--- src/rtl/wave_freq_meter.sv ---
// Frequency meter for one reconstructed DA channel: hysteresis squaring of the
// FIFO sample stream, rising-crossing count over a fixed gate, saturated Hz output.
module wave_freq_meter #(
   parameter int unsigned GATE_CYCLES = 1024000,
   parameter int unsigned MID         = 128,
   parameter int unsigned HYST        = 8,
   parameter int unsigned FREQ_W      = 13
) (
   input  logic              clk,
   input  logic              rst_n,
   input  logic              sample_valid,
   input  logic [7:0]        sample,
   output logic [FREQ_W-1:0] freq,
   output logic              freq_valid,
   output logic              freq_ovf
);

   localparam int unsigned       GATE_W    = (GATE_CYCLES > 1) ? $clog2(GATE_CYCLES) : 1;
   localparam logic [GATE_W-1:0] GATE_LAST = GATE_W'(GATE_CYCLES - 1);
   localparam int unsigned       EDGE_W    = 21;
   localparam logic [EDGE_W-1:0] EDGE_MAX  = '1;

   // Thresholds live in 9 bits; a threshold outside 0..255 can never be met.
   localparam int unsigned HI_SUM = MID + HYST;
   localparam bit          HI_OK  = (HI_SUM <= 255);
   localparam bit          LO_OK  = (MID >= HYST);
   localparam logic [8:0]  HI_THR = 9'(HI_SUM);
   localparam logic [8:0]  LO_THR = LO_OK ? 9'(MID - HYST) : '0;

   localparam bit                FREQ_WIDE = (FREQ_W >= EDGE_W);
   localparam logic [EDGE_W-1:0] FREQ_MAX  = FREQ_WIDE ? '1 : EDGE_W'((64'd1 << FREQ_W) - 64'd1);

   typedef enum logic [1:0] {S_UNARMED, S_LOW, S_HIGH} state_e;

   state_e              state_q, state_d;
   logic [GATE_W-1:0]   gate_q, gate_d;
   logic [EDGE_W-1:0]   edge_q, edge_d;
   logic [FREQ_W-1:0]   freq_q, freq_d;
   logic                ovf_q, ovf_d;
   logic                fv_q;

   logic [8:0]          samp9;
   logic                at_hi, at_lo;
   logic                edge_pulse;
   logic                gate_end;
   logic [EDGE_W-1:0]   edge_total;

   assign samp9 = {1'b0, sample};
   assign at_hi = HI_OK && (samp9 >= HI_THR);
   assign at_lo = LO_OK && (samp9 <= LO_THR);

   always_ff @(posedge clk or negedge rst_n) begin
      if (!rst_n) state_q <= S_UNARMED;
      else        state_q <= state_d;
   end

   always_comb begin
      state_d = state_q;
      if (!sample_valid) begin
         state_d = S_UNARMED;
      end else begin
         unique case (state_q)
            S_UNARMED: if (at_hi) state_d = S_HIGH; else if (at_lo) state_d = S_LOW;
            S_LOW:     if (at_hi) state_d = S_HIGH;
            S_HIGH:    if (at_lo) state_d = S_LOW;
            default:   state_d = S_UNARMED;
         endcase
      end
   end

   always_comb begin
      edge_pulse = sample_valid && (state_q == S_LOW) && at_hi;
   end

   // The closing cycle's own edge is folded in before latching the result.
   always_comb begin
      gate_end   = (gate_q == GATE_LAST);
      gate_d     = gate_end ? '0 : gate_q + GATE_W'(1);
      edge_total = (edge_pulse && (edge_q != EDGE_MAX)) ? edge_q + EDGE_W'(1) : edge_q;
      edge_d     = gate_end ? '0 : edge_total;
      freq_d     = freq_q;
      ovf_d      = ovf_q;
      if (gate_end) begin
         ovf_d  = !FREQ_WIDE && (edge_total > FREQ_MAX);
         freq_d = ovf_d ? '1 : FREQ_W'(edge_total);
      end
   end

   always_ff @(posedge clk or negedge rst_n) begin
      if (!rst_n) begin
         gate_q <= '0;
         edge_q <= '0;
         freq_q <= '0;
         ovf_q  <= 1'b0;
         fv_q   <= 1'b0;
      end else begin
         gate_q <= gate_d;
         edge_q <= edge_d;
         freq_q <= freq_d;
         ovf_q  <= ovf_d;
         fv_q   <= gate_end;
      end
   end

   assign freq       = freq_q;
   assign freq_valid = fv_q;
   assign freq_ovf   = ovf_q;

endmodule

--- config.mk ---
export PLATFORM = sky130hd
export DESIGN_NAME = wave_freq_meter
export DESIGN_NICKNAME = d
export VERILOG_FILES = /design/src/rtl/wave_freq_meter.sv
export SDC_FILE = /design/constraint.sdc
export NUM_CORES = 1
export LEC_CHECK = 0
export CAP_MARGIN = 20
export CORE_MARGIN = 2
export CORE_UTILIZATION = 52
export DETAILED_ROUTE_END_ITERATION = 6
export HOLD_SLACK_MARGIN = 0.12
export PLACE_DENSITY = 0.76
export SLEW_MARGIN = 5
export SYNTH_ARGS = -nofsm -noshare
export SYNTH_HDL_FRONTEND = slang
export SYNTH_SLANG_ARGS = --single-unit
--- constraint.sdc ---
create_clock -name clk -period 2.2 [get_ports clk]
set_clock_uncertainty 0.1 [all_clocks]
set_input_delay 0.44 -clock clk [delete_from_list [all_inputs] [get_ports clk]]
set_output_delay 0.44 -clock clk [all_outputs]
set_load 0.05 [all_outputs]
Figure 1. Clock network drawn from the DEF (run 1).
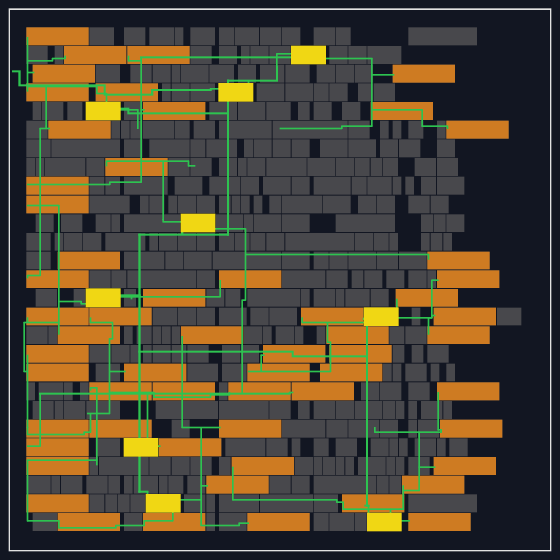
legend:
  orange:
    item: flip-flops
    count: 58
  green:
    item: clock wires
    length: 902 um
  yellow:
    item: clock drivers
    count: 9
flops lie: widely spread
routed clock nets: 10
Latency at later pin: 0.36 ns
clock network power: 0.00104 W
Clk network pwr share: 40.8%

Figure 2. Placement view (run 1).
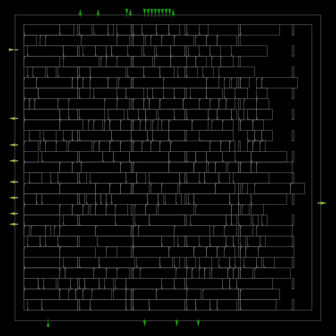
flop share of the area: 32.85%
Final Util: 81.23%
Row Count: 27

Figure 3. Power grid (run 1).
Pins as bars on the die edge. Tap cells in grey.
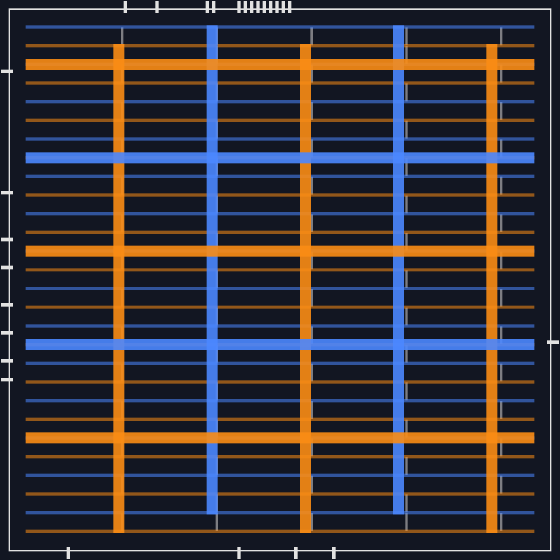
legend:
  orange:
    net: VSS
  blue:
    net: VDD
signal pins: 26
rows: 27
tap cells: 72
met4 straps: 5
core area: 5439 um2
Die W: 78.64 um
die height: 78.64 um
peak supply drop: 0.0005968 V

Figure 4. Placement by cell class (run 1).
The bar under the picture is 20 um long. Fill, decap, tap and diode cells in grey.
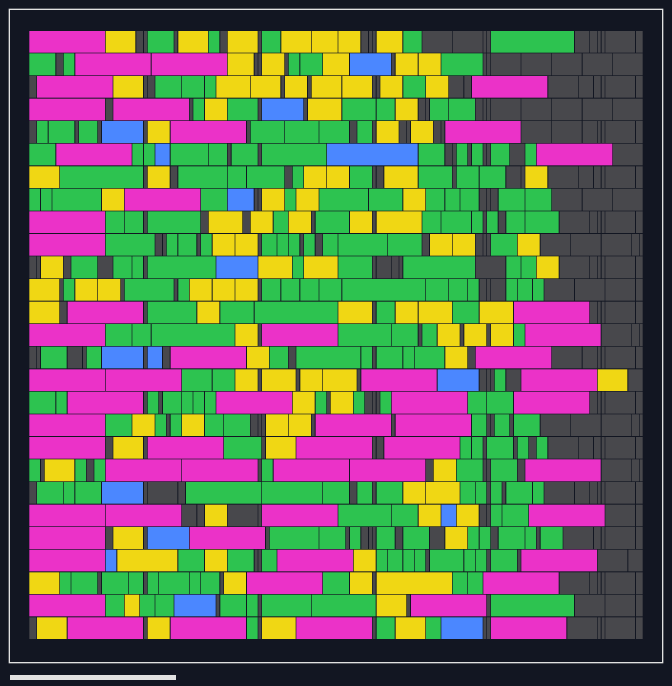
legend:
  blue:
    class: clock drivers and dummy loads
    cells: 16
  magenta:
    class: flops
    cells: 58
  green:
    class: combinational and other logic
    cells: 221
  yellow:
    class: other buffers and delay cells
    cells: 103
fin area: 4418 um2

==> results.cfg <==
; implementation run metrics
[cts]
ctsHoldBuffers = 1
post_cts_buffers = 12
cts.htree.levels = 3

[hold_path]
holdCritStartpoint = gate_q[8]

[timing]
min_period_over_period_pct = 116.7
final_max_slew_viol_count = 0
layout_setup_ws_ns = -0.3663
tightest_slew_ns = 0.5814
setup_viol = 29

[power_and_ir_drop]
switchingPower_w = 0.0007181
maxPowerGroup = sequential cells

[cells_and_area]
inv_count = 1
fill_cells = 252
seq_area_um2 = 1451
ff_count = 58
logic_gate_count = 220

[grt]
grt_pass1_wl_um = 13770
grtUsageTotal_pct = 29.44
antenna_found_initial = 0
grt.overflow.total = 0

[floorplan]
die_area_um2 = 6183

[status]
violations = setup timing
status = complete, but fails checks

[worst_setup_path]
start_kind = flip-flop
cp-end-kind = flip-flop

[placement]
dp.cells = 432

[synth]
syn_inst = 290
edf_count = 0
synth_cell_type_count = 47
mux_share_pct = 1.080

[detailed_routing]
dr.max_layer_used = met4
Power is estimated from default activity; no workload was simulated.
